<file path="src/rtl/mem_arbiter_if.sv">
// Bundle of client request/response and memory-side signals around mem_arbiter.
// The arbiter takes the slave view; whoever drives the clients and memory takes the master view.
interface mem_arbiter_if #(
  parameter int unsigned w = 4,
  parameter int unsigned n = 4
);
  logic         valid0;
  logic         wr_rd0;
  logic [n-1:0] addr0;
  logic [w-1:0] wdata0;
  logic         ready0;
  logic [w-1:0] rdata0;
  logic         err0;

  logic         valid1;
  logic         wr_rd1;
  logic [n-1:0] addr1;
  logic [w-1:0] wdata1;
  logic         ready1;
  logic [w-1:0] rdata1;
  logic         err1;

  logic         m_valid;
  logic         m_wr_rd;
  logic [n-1:0] m_addr;
  logic [w-1:0] m_wdata;
  logic [w-1:0] m_rdata;
  logic         m_ready;

  modport slave (
    input  valid0, wr_rd0, addr0, wdata0,
    input  valid1, wr_rd1, addr1, wdata1,
    input  m_rdata, m_ready,
    output ready0, rdata0, err0,
    output ready1, rdata1, err1,
    output m_valid, m_wr_rd, m_addr, m_wdata
  );

  modport master (
    output valid0, wr_rd0, addr0, wdata0,
    output valid1, wr_rd1, addr1, wdata1,
    output m_rdata, m_ready,
    input  ready0, rdata0, err0,
    input  ready1, rdata1, err1,
    input  m_valid, m_wr_rd, m_addr, m_wdata
  );
endinterface

</file>
<file path="src/rtl/mem_arbiter.sv">
// Two-client round-robin arbiter serialising read/write requests onto a single-port memory,
// with a per-access timeout that reports an error to the granted client.
module mem_arbiter #(
  parameter int unsigned w  = 4,
  parameter int unsigned d  = 16,
  parameter int unsigned n  = $clog2(d),
  parameter int unsigned to = 15,
  parameter int unsigned tw = $clog2(to + 1)
) (
  input logic          clk,
  input logic          res,
  mem_arbiter_if.slave bus_io
);

  typedef enum logic [1:0] {StIdle, StWait, StResp} state_e;

  state_e        state_q, state_d;
  logic          prio_q, prio_d;
  logic          gnt_q, gnt_d;
  logic [tw-1:0] cnt_q, cnt_d;
  logic          m_valid_q, m_valid_d;
  logic          m_wr_rd_q, m_wr_rd_d;
  logic [n-1:0]  m_addr_q, m_addr_d;
  logic [w-1:0]  m_wdata_q, m_wdata_d;
  logic [1:0]    ready_q, ready_d;
  logic [1:0]    err_q, err_d;
  logic [w-1:0]  rdata0_q, rdata0_d;
  logic [w-1:0]  rdata1_q, rdata1_d;

  logic sel;
  logic grant;
  logic timeout;

  // A memory ready still high from the previous access must not start a new one.
  assign grant   = (bus_io.valid0 | bus_io.valid1) & ~bus_io.m_ready;
  assign sel     = (bus_io.valid0 & bus_io.valid1) ? prio_q : bus_io.valid1;
  assign timeout = (cnt_q == tw'(to - 1));

  always_ff @(posedge clk or negedge res) begin
    if (!res) begin
      state_q <= StIdle;
    end else begin
      state_q <= state_d;
    end
  end

  always_comb begin
    state_d = state_q;
    unique case (state_q)
      StIdle:  if (grant) state_d = StWait;
      StWait:  if (bus_io.m_ready || timeout) state_d = StResp;
      StResp:  state_d = StIdle;
      default: state_d = StIdle;
    endcase
  end

  always_comb begin
    prio_d    = prio_q;
    gnt_d     = gnt_q;
    cnt_d     = cnt_q;
    m_valid_d = m_valid_q;
    m_wr_rd_d = m_wr_rd_q;
    m_addr_d  = m_addr_q;
    m_wdata_d = m_wdata_q;
    rdata0_d  = rdata0_q;
    rdata1_d  = rdata1_q;
    ready_d   = '0;
    err_d     = '0;
    unique case (state_q)
      StIdle: begin
        if (grant) begin
          gnt_d     = sel;
          m_valid_d = 1'b1;
          m_wr_rd_d = sel ? bus_io.wr_rd1 : bus_io.wr_rd0;
          m_addr_d  = sel ? bus_io.addr1  : bus_io.addr0;
          m_wdata_d = sel ? bus_io.wdata1 : bus_io.wdata0;
          cnt_d     = '0;
        end
      end
      StWait: begin
        if (bus_io.m_ready) begin
          if (!m_wr_rd_q) begin
            if (gnt_q) rdata1_d = bus_io.m_rdata;
            else       rdata0_d = bus_io.m_rdata;
          end
          ready_d[gnt_q] = 1'b1;
          m_valid_d      = 1'b0;
        end else if (timeout) begin
          ready_d[gnt_q] = 1'b1;
          err_d[gnt_q]   = 1'b1;
          m_valid_d      = 1'b0;
        end else begin
          cnt_d = cnt_q + 1'b1;
        end
      end
      StResp: prio_d = ~gnt_q;
      default: ;
    endcase
  end

  always_ff @(posedge clk or negedge res) begin
    if (!res) begin
      prio_q    <= 1'b0;
      gnt_q     <= 1'b0;
      cnt_q     <= '0;
      m_valid_q <= 1'b0;
      m_wr_rd_q <= 1'b0;
      m_addr_q  <= '0;
      m_wdata_q <= '0;
      ready_q   <= '0;
      err_q     <= '0;
      rdata0_q  <= '0;
      rdata1_q  <= '0;
    end else begin
      prio_q    <= prio_d;
      gnt_q     <= gnt_d;
      cnt_q     <= cnt_d;
      m_valid_q <= m_valid_d;
      m_wr_rd_q <= m_wr_rd_d;
      m_addr_q  <= m_addr_d;
      m_wdata_q <= m_wdata_d;
      ready_q   <= ready_d;
      err_q     <= err_d;
      rdata0_q  <= rdata0_d;
      rdata1_q  <= rdata1_d;
    end
  end

  assign bus_io.m_valid = m_valid_q;
  assign bus_io.m_wr_rd = m_wr_rd_q;
  assign bus_io.m_addr  = m_addr_q;
  assign bus_io.m_wdata = m_wdata_q;
  assign bus_io.ready0  = ready_q[0];
  assign bus_io.ready1  = ready_q[1];
  assign bus_io.err0    = err_q[0];
  assign bus_io.err1    = err_q[1];
  assign bus_io.rdata0  = rdata0_q;
  assign bus_io.rdata1  = rdata1_q;

endmodule

</file>
<file path="src/flat_wrapper.sv">
// flat-port wrapper written by rule: the top's interface ports become plain ports
module mem_arbiter_flat 
#(
  parameter int unsigned w  = 4,
  parameter int unsigned d  = 16,
  parameter int unsigned n  = $clog2(d),
  parameter int unsigned to = 15,
  parameter int unsigned tw = $clog2(to + 1)
)
  (clk, res, bus_io_valid0, bus_io_wr_rd0, bus_io_addr0, bus_io_wdata0, bus_io_valid1, bus_io_wr_rd1, bus_io_addr1, bus_io_wdata1, bus_io_m_rdata, bus_io_m_ready, bus_io_ready0, bus_io_rdata0, bus_io_err0, bus_io_ready1, bus_io_rdata1, bus_io_err1, bus_io_m_valid, bus_io_m_wr_rd, bus_io_m_addr, bus_io_m_wdata);
  mem_arbiter_if #(.w(w), .n(n)) bus_io_i ();
  input logic clk;
  input logic res;
  input wire logic [$bits(bus_io_i.valid0)-1:0] bus_io_valid0;
  input wire logic [$bits(bus_io_i.wr_rd0)-1:0] bus_io_wr_rd0;
  input wire logic [$bits(bus_io_i.addr0)-1:0] bus_io_addr0;
  input wire logic [$bits(bus_io_i.wdata0)-1:0] bus_io_wdata0;
  input wire logic [$bits(bus_io_i.valid1)-1:0] bus_io_valid1;
  input wire logic [$bits(bus_io_i.wr_rd1)-1:0] bus_io_wr_rd1;
  input wire logic [$bits(bus_io_i.addr1)-1:0] bus_io_addr1;
  input wire logic [$bits(bus_io_i.wdata1)-1:0] bus_io_wdata1;
  input wire logic [$bits(bus_io_i.m_rdata)-1:0] bus_io_m_rdata;
  input wire logic [$bits(bus_io_i.m_ready)-1:0] bus_io_m_ready;
  output wire logic [$bits(bus_io_i.ready0)-1:0] bus_io_ready0;
  output wire logic [$bits(bus_io_i.rdata0)-1:0] bus_io_rdata0;
  output wire logic [$bits(bus_io_i.err0)-1:0] bus_io_err0;
  output wire logic [$bits(bus_io_i.ready1)-1:0] bus_io_ready1;
  output wire logic [$bits(bus_io_i.rdata1)-1:0] bus_io_rdata1;
  output wire logic [$bits(bus_io_i.err1)-1:0] bus_io_err1;
  output wire logic [$bits(bus_io_i.m_valid)-1:0] bus_io_m_valid;
  output wire logic [$bits(bus_io_i.m_wr_rd)-1:0] bus_io_m_wr_rd;
  output wire logic [$bits(bus_io_i.m_addr)-1:0] bus_io_m_addr;
  output wire logic [$bits(bus_io_i.m_wdata)-1:0] bus_io_m_wdata;
  assign bus_io_i.valid0 = bus_io_valid0;
  assign bus_io_i.wr_rd0 = bus_io_wr_rd0;
  assign bus_io_i.addr0 = bus_io_addr0;
  assign bus_io_i.wdata0 = bus_io_wdata0;
  assign bus_io_i.valid1 = bus_io_valid1;
  assign bus_io_i.wr_rd1 = bus_io_wr_rd1;
  assign bus_io_i.addr1 = bus_io_addr1;
  assign bus_io_i.wdata1 = bus_io_wdata1;
  assign bus_io_i.m_rdata = bus_io_m_rdata;
  assign bus_io_i.m_ready = bus_io_m_ready;
  assign bus_io_ready0 = bus_io_i.ready0;
  assign bus_io_rdata0 = bus_io_i.rdata0;
  assign bus_io_err0 = bus_io_i.err0;
  assign bus_io_ready1 = bus_io_i.ready1;
  assign bus_io_rdata1 = bus_io_i.rdata1;
  assign bus_io_err1 = bus_io_i.err1;
  assign bus_io_m_valid = bus_io_i.m_valid;
  assign bus_io_m_wr_rd = bus_io_i.m_wr_rd;
  assign bus_io_m_addr = bus_io_i.m_addr;
  assign bus_io_m_wdata = bus_io_i.m_wdata;
  mem_arbiter #(.w(w), .d(d), .n(n), .to(to), .tw(tw)) u_core (.clk(clk), .res(res), .bus_io(bus_io_i));
endmodule
</file>
<file path="config.mk">
export PLATFORM = sky130hd
export DESIGN_NAME = mem_arbiter_flat
export DESIGN_NICKNAME = d
export VERILOG_FILES = /design/src/rtl/mem_arbiter_if.sv /design/src/rtl/mem_arbiter.sv /design/src/flat_wrapper.sv
export SDC_FILE = /design/constraint.sdc
export NUM_CORES = 1
export LEC_CHECK = 0
export CAP_MARGIN = 20
export CORE_MARGIN = 5
export CORE_UTILIZATION = 39
export DETAILED_ROUTE_END_ITERATION = 10
export GPL_ROUTABILITY_DRIVEN = 0
export PLACE_DENSITY = 0.77
export SLEW_MARGIN = 20
export SYNTH_ARGS = -nofsm -noshare
export SYNTH_HDL_FRONTEND = slang
export SYNTH_SLANG_ARGS = --single-unit
</file>
<file path="constraint.sdc">
create_clock -name clk -period 1.6 [get_ports clk]
set_clock_uncertainty 0.15 [all_clocks]
set_input_delay 0.4 -clock clk [delete_from_list [all_inputs] [get_ports clk]]
set_output_delay 0.4 -clock clk [all_outputs]
set_load 0.005 [all_outputs]
</file>
Run 1, selected gate families:
Drawn at 6 px/um.
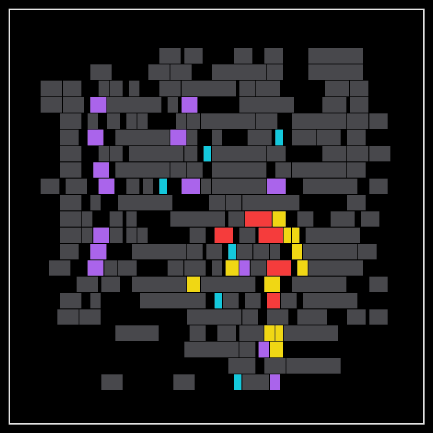
| colour | family | cells |
|---|---|---|
| cyan | inv cells | 6 |
| purple | nand cells | 14 |
| red | and/or cells | 5 |
| yellow | nor cells | 11 |
Top cell excl fill/tap: dfrtp_1
Comb/total area: 27.7%
Final Non-Filler Cells: 232

Run 1, congestion heat map:
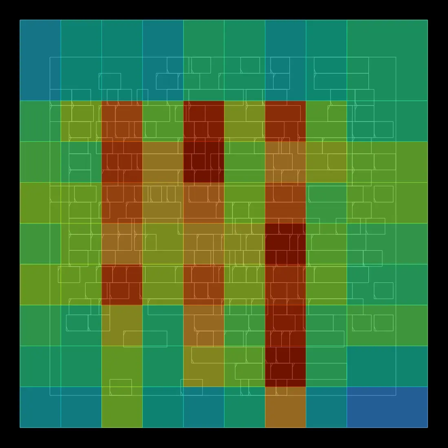
DR WL/cell: 14.7 um
grt met1 use: 17.2%
grt met2 use: 27.7%
M3 GR Usage: 6.65%

Run 1, routed clock nets over the placement:
Drawn at 4 px/um.
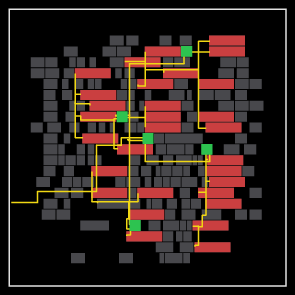
[yellow] clock wires | length: 324 um
[green] clock-net drivers | count: 5
[red] flip-flops | count: 30
routed clock nets: 6
share of total power in the clock network: 21.4%
Clk Latency, worst-skew pair: 0.33 ns
clock-net power: 0.000601 W

==> notes.md, run 1 <==
yosys + openroad results -> Highest Signal Layer met4, R2R Path End u_core.cnt_q[2], Largest logic family AND-OR/OR-AND gates, Seq area share 36.1%, CP Capture Point u_core.cnt_q[2], clk sinks 30, layer with the highest usage met2, fa+ha+maj area frac 1.85%, Die Span X 68.8 um, Congestion Overflow GR 0, proportion of layout cells with a drive suffix above 1 21.5%, ys cells roughly 120, global-route wire length before repair 5.64 mm, Post-CTS Hold Buffers 0, invs w/o clock 6, met2 WL 1.70 mm, final wirelength 3.41 mm, H-tree depth 2, initial antenna violation count 0, Post-synth EDFFs 0, Power Internal about 0.002 W, ys flop type dfrtp_1, vias 1,202, aoi share 17.1%, # resized after CTS 27, DRT iter0 DRCs 56, DP Cell Count 222, synthesis-to-layout area growth 54.2%, CP Launch Type register, Tcrit/Tclk final 99.9%, count leader, synth dfrtp_1, max-slew violations 0, largest net degree at the start of global routing 31, critical path's slowest cell dfrtp_1, RSZ-0062 raised after global routing false, GRT Total Usage between 15 and 20%, highest-power group sequential cells, Comb power frac 37.0%, row count 21, TritonRoute pass-1 iters 4, flip-flops 30, most instantiated cells after synthesis dfrtp_1, o21ai_0, vias per cell 5.18, Worst path depth 3, Seq share, synth 55.6%, syn nets 149, final critical-path required period 1.60 ns, XOR/XNOR share of the synthesized area 0%, Tightest Hold Check Type input pin to async pin, fmax roughly 0.63 GHz, CP bufs+invs 0, Comb gates 78, Flops after synth 30, Leading cell kind flip-flops and latches, fin nets 215, CP max FO 4, Seq power 0.00117 W, P per Cell Area 1350 mW/mm^2, Final setup viols 0, status completed, DP Worst Slack -0.477 ns, CTS tree built, Tool Warnings 28, Longest Clk Path Bufs 2, Largest type area fraction 55.6%, worst r2r src u_core.state_q[1], Net Sw Power 0.000818 W, full die area 0.00474 mm^2, Final Instance Area 0.00208 mm^2, Yosys top cell by area dfrtp_1, total core area 0.00334 mm^2, crit path DAT between 1.5 and 2 ns, total clock buffers created by CTS 5, Final clock-cell share 3.91%, sequential standard cell area around 750 um^2, Final Hold Vio Count 0, Top Layout Cells dfrtp_1, clkdlybuf4s50_1, dlygate4sd2_1, Post-Syn Area ~0.0014 mm^2, Initial Util 40.5%
Run 1, close-up of the layout:
Window x 42 to 62, y 7 to 27 um. Cells in grey, sequential cells in the stronger grey; small squares are vias.
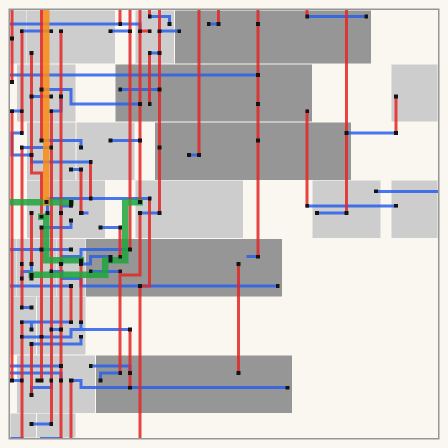

==> inputs of run 2 (changes only) <==
--- a/config.mk
+++ b/config.mk
@@ -10,6 +10,7 @@
 export CORE_UTILIZATION = 39
 export DETAILED_ROUTE_END_ITERATION = 10
 export GPL_ROUTABILITY_DRIVEN = 0
+export MAX_ROUTING_LAYER = met4
 export PLACE_DENSITY = 0.77
 export SLEW_MARGIN = 20
 export SYNTH_ARGS = -nofsm -noshare
==> constraint.sdc (replaced) <==
create_clock -name clk -period 1.6 [get_ports clk]
set_clock_uncertainty 0.15 [all_clocks]
set_input_delay 0.4 -clock clk [delete_from_list [all_inputs] [get_ports clk]]
set_output_delay 0.4 -clock clk [all_outputs]
set_load 0.05 [all_outputs]
Run 2, close-up of the layout:
Window x 42 to 62, y 7 to 27 um. Cells in grey, sequential cells in the stronger grey; small squares are vias.
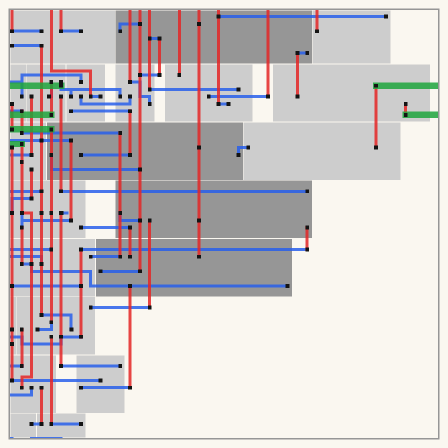
| colour | layer |
|---|---|
| red | M2 |
| green | M3 |
| blue | M1 |
sequential cells in the window: 4
netlist names of flops here include: `u_core.cnt_q` (2), `u_core.err_q` (2)
cells with their middle in the window: 19
most frequent: dfrtp_1 (4), nor3_1 (3)

Run 2, routed clock nets over the placement:
Drawn at 4 px/um.
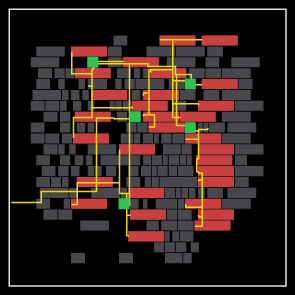
[yellow] clock wires | length: 351 um
[red] flip-flops | count: 30
[green] clock-net drivers | count: 5
routed clock nets: 6
share of total power in the clock network: 11.5%
clock-net power: 0.000459 W

==> run 2 against run 1 <==
Compared with the run above:
- wire length fell by 4.0%
- sequential share of layout area fell by 3.2 points
- non-clock buffer count fell by 3
- worst hold slack got worse by 0.0017 ns
- critical endpoint unchanged
- clock-buffer cell count rose by 1
- synthesized cell count did not move
- die size did not move
- register-to-register slack barely moved
- sequential power rose by about 10%
- clock power fell by 24%
==> notes.md, run 2 <==
yosys + openroad results -> status completed, final wirelength 3.27 mm, Post-Syn Area about 0.0014 mm^2, Comb/total area 25.3%, Comb gates 78, grt met2 use between 20% and 30%, Flops after synth 30, largest net degree at the start of global routing 31, Post-CTS Hold Buffers 0, full die area ~0.0047 mm^2, Highest Signal Layer met4, TritonRoute pass-1 iters 4, fa+ha+maj area frac 1.85%, # clk buffers 7, maximum VDD drop ~1.2 mV, CP max FO 4, most instantiated cells after synthesis dfrtp_1, o21ai_0, R2R Path End u_core.cnt_q[2], proportion of layout cells with a drive suffix above 1 32.6%, row count 21, DR WL/cell 14.2 um, Top cell excl fill/tap dfrtp_1, final critical-path required period 1.59 ns, vias 1,219, CP Launch Type register, ys flop type dfrtp_1, M3 GR Usage 5.83%, Final Hold Vio Count 0, count leader, synth dfrtp_1, total core area 0.00334 mm^2, initial antenna violation count 0, flip-flops 30, CTS tree built, Initial Util 40.5%, # resized after CTS 3, I/O pin total roughly 50, Seq share, synth 55.6%, P per Cell Area 1740 mW/mm^2, Die Span X 68.8 um, CP bufs+invs 0, Congestion Overflow GR 0, tapcell count 46, Largest logic family AND-OR/OR-AND gates, MI comb area about 580 um^2, clk sinks 30, met2 WL 1.68 mm, Final setup viols 0, Tcrit/Tclk final 99.3%, GRT Total Usage 15.9%, Final clock-cell share 2.63%, DRT iter0 DRCs 25, Longest Clk Path Bufs 2, Seq power 0.00129 W, Leading cell kind buffers, fin nets approximately 210, Post-synth EDFFs 0, Tightest Hold Check Type input pin to async pin, Comb power frac between 50% and 60%, highest-power group combinational logic, Worst path depth 3, Final Instance Area 0.00229 mm^2, Clk Latency, worst-skew pair 0.33 ns, grt met1 use 16.6%, FF-to-FF path depth 3, worst r2r src u_core.state_q[1], Final Non-Filler Cells 230, DP Worst Slack -0.466 ns, layer with the highest usage met2, RSZ-0062 raised after global routing true, sequential standard cell area 751 um^2, Top Layout Cells dfrtp_1, clkdlybuf4s50_1, buf_12, synthesis-to-layout area growth 69.3%, vias per cell around 5.3, hpwl dp between 2 and 3 mm, aoi share 17.1%, global-route wire length before repair 5.29 mm, total clock buffers created by CTS 5, Largest type area fraction 55.6%, Net Sw Power 0.00162 W, CP Capture Point u_core.cnt_q[2], fmax 0.629 GHz, DP Cell Count 222, # diodes 0, syn nets 149, Seq area share 32.8%, Yosys top cell by area dfrtp_1, critical path's slowest cell dfrtp_1, Tool Warnings 29, invs w/o clock 6, XOR/XNOR share of the synthesized area 0%, Power Internal approximately 0.0024 W, max-slew violations 0, H-tree depth 2
Run 2, selected gate families:
Drawn at 6 px/um.
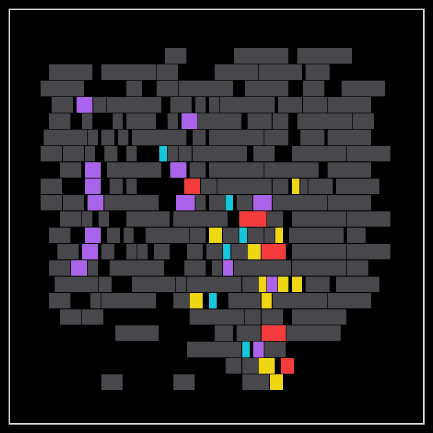

==> inputs of run 3 (changes only) <==
--- a/config.mk
+++ b/config.mk
@@ -9,7 +9,7 @@
 export CORE_MARGIN = 5
 export CORE_UTILIZATION = 39
 export DETAILED_ROUTE_END_ITERATION = 10
-export GPL_ROUTABILITY_DRIVEN = 0
+export GPL_TIMING_DRIVEN = 0
 export MAX_ROUTING_LAYER = met4
 export PLACE_DENSITY = 0.77
 export SLEW_MARGIN = 20
Run 3, selected gate families:
Drawn at 6 px/um.
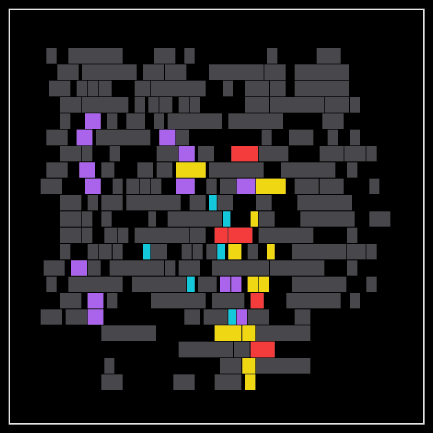
| colour | family | cells | most used |
|---|---|---|---|
| yellow | nor cells | 11 | nor3_1 |
| red | and/or cells | 5 | and2_1 |
| purple | nand cells | 14 | nand3b_1 |
| cyan | inv cells | 6 | inv_1 |

==> run 3 against run 2 <==
Compared with the run above:
- sequential power fell by 8%
- flip-flop count did not move
- critical endpoint is now u_core.bus_io.rdata0[3]
- sequential share of layout area rose by 5.5 points
- critical path depth rose by 1
- total power fell by 17%
- final cell count fell by 0.87%
- synthesized cell count did not move
- via count fell by 3.9%
==> notes.md, run 3 <==
yosys + openroad results -> syn nets ~150, count leader, synth dfrtp_1, most instantiated cells after synthesis dfrtp_1, o21ai_0, Clk Latency, worst-skew pair between 0.3 and 0.4 ns, gpl congestion between 0.7 and 0.8, Post-synth EDFFs 0, Cell area leaders dfrtp_1, mux2_2, nand3b_1, o21ai_0, a31oi_1, final critical-path required period 1.60 ns, Longest Clk Path Bufs 2, crit path DAT 1.67 ns, I/O pin total approximately 49, Net Sw Power 0.00154 W, WL met3 just over 300 um, largest net degree at the start of global routing 31, Final Hold Vio Count 0, Post-Syn Area about 0.0014 mm^2, ys cells 120, Tightest Hold Check Type register to register, critical path's slowest cell dfrtp_1, Top cell excl fill/tap dfrtp_1, status completed, fa+ha+maj area frac 1.85%, Congestion Overflow GR 0, Tool Warnings 30, RSZ-0062 raised after global routing true, grt met2 use 27.4%, proportion of layout cells with a drive suffix above 1 34.6%, CP Launch Type register, WHS Endpoint u_core.bus_io.rdata0[0], MI comb area 618 um^2, crit path cell chain buf_4, nor2b_4, and4bb_2, mux2_2, M3 GR Usage approximately 5.8%, Leading cell kind flip-flops and latches, Final Instance Area 0.00196 mm^2, Highest Signal Layer met4, Yosys top cell by area dfrtp_1, fin nets 210, tapcell count 46, Signal buf overhead ~23%, CP max FO 4, row count 21, ys flop type dfrtp_1, CP bufs+invs 1, CP Capture Point u_core.bus_io.rdata0[3], CTS root buf clkbuf_4, postcts setup bufs 3, invs w/o clock 6, HP Start u_core.bus_io.rdata0[0], TritonRoute pass-1 iters 4, Yosys warning count 0, DRT iter0 DRCs 43, clock-net power ~0.00047 W, Post-CTS Hold Buffers 1, # clk buffers 7, syn avg cell area 11.3 um^2, synthesis-to-layout area growth 45.0%, maximum VDD drop 0.694 mV, Final Non-Filler Cells 228, Die Span X 68.8 um, met2 WL 1.67 mm, P per Cell Area 1680 mW/mm^2, Seq power 0.00119 W, Largest logic family AND-OR/OR-AND gates, fmax 0.626 GHz, Slew @ Worst Pin 0.649 ns, Final setup viols 0, largest delay contributor family on the critical path simple AND/OR/NAND/NOR gates, Top Layout Cells dfrtp_1, buf_2, clkdlybuf4s50_1, Comb/total area 31.6%, DP Cell Count between 200 and 250, layer with the highest usage met2, global-route wire length before repair 5.40 mm, highest-power group combinational logic, Comb gates 78, sequential standard cell area between 700 and 800 um^2, switching share of power 46.7%, Flops after synth 30, Worst path depth 4, relative slew slack approximately 57%, clk sinks 30, Lkg Pwr 0.872 nW, total core area 0.00334 mm^2, FF-to-FF path depth 4, Tcrit/Tclk final 99.8%, Simple-Gate Area Share between 10% and 20%, max-slew violations 0, distinct lib cells 26, Worst setup EP type register, R2R Path End u_core.bus_io.rdata0[3], Seq share, synth 55.6%, Core Util, Final 58.7%, full die area 0.00474 mm^2, Reg clk slew, reported paths about 0.090 ns, Seq area share between 30% and 40%, # diodes 0, aoi share 17.1%, Comb power frac between 40% and 50%, vias in the first global route ~1,200, fillcell total 326, initial antenna violation count 0, Initial Util 40.5%, met1 WL ~1.4 mm, Largest type area fraction 55.6%, share of total power in the clock network 14.3%, Signal buffers 60, total clock buffers created by CTS 5, Final clock-cell share between 3 and 4%, Total Power 0.00330 W, Max-Cap Viols 0, Power Internal approximately 0.0018 W, H-tree depth 2, delay of the slowest critical-path stage about 0.40 ns, flip-flops 30, # resized after CTS between 100 and 150, XOR/XNOR share of the synthesized area 0%, worst r2r src u_core.state_q[0], grt met1 use 18.2%, hpwl dp 2.48 mm, vias per cell slightly above 5, CTS tree built, sequential power share 36.1%, DP Worst Slack -0.662 ns
Run 3, signal wires by layer:
Drawn at 6 px/um.
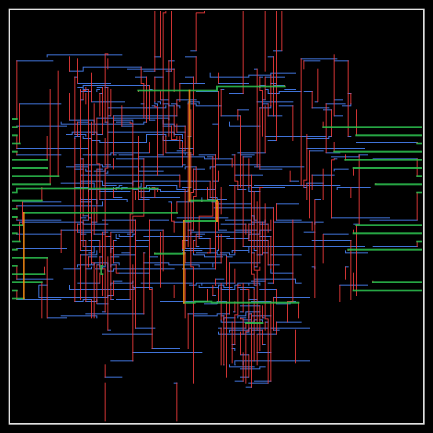
| colour | layer | wire length |
|---|---|---|
| green | M3 | 303 um |
| orange | M4 | 49.6 um |
| red | M2 | 1,670 um |
| blue | M1 | 1,430 um |
GRT Total Usage: 16.6%
DR WL/cell: 15.1 um
final wirelength: 3.45 mm
vias: 1,172

Power is estimated from default activity; no workload was simulated.
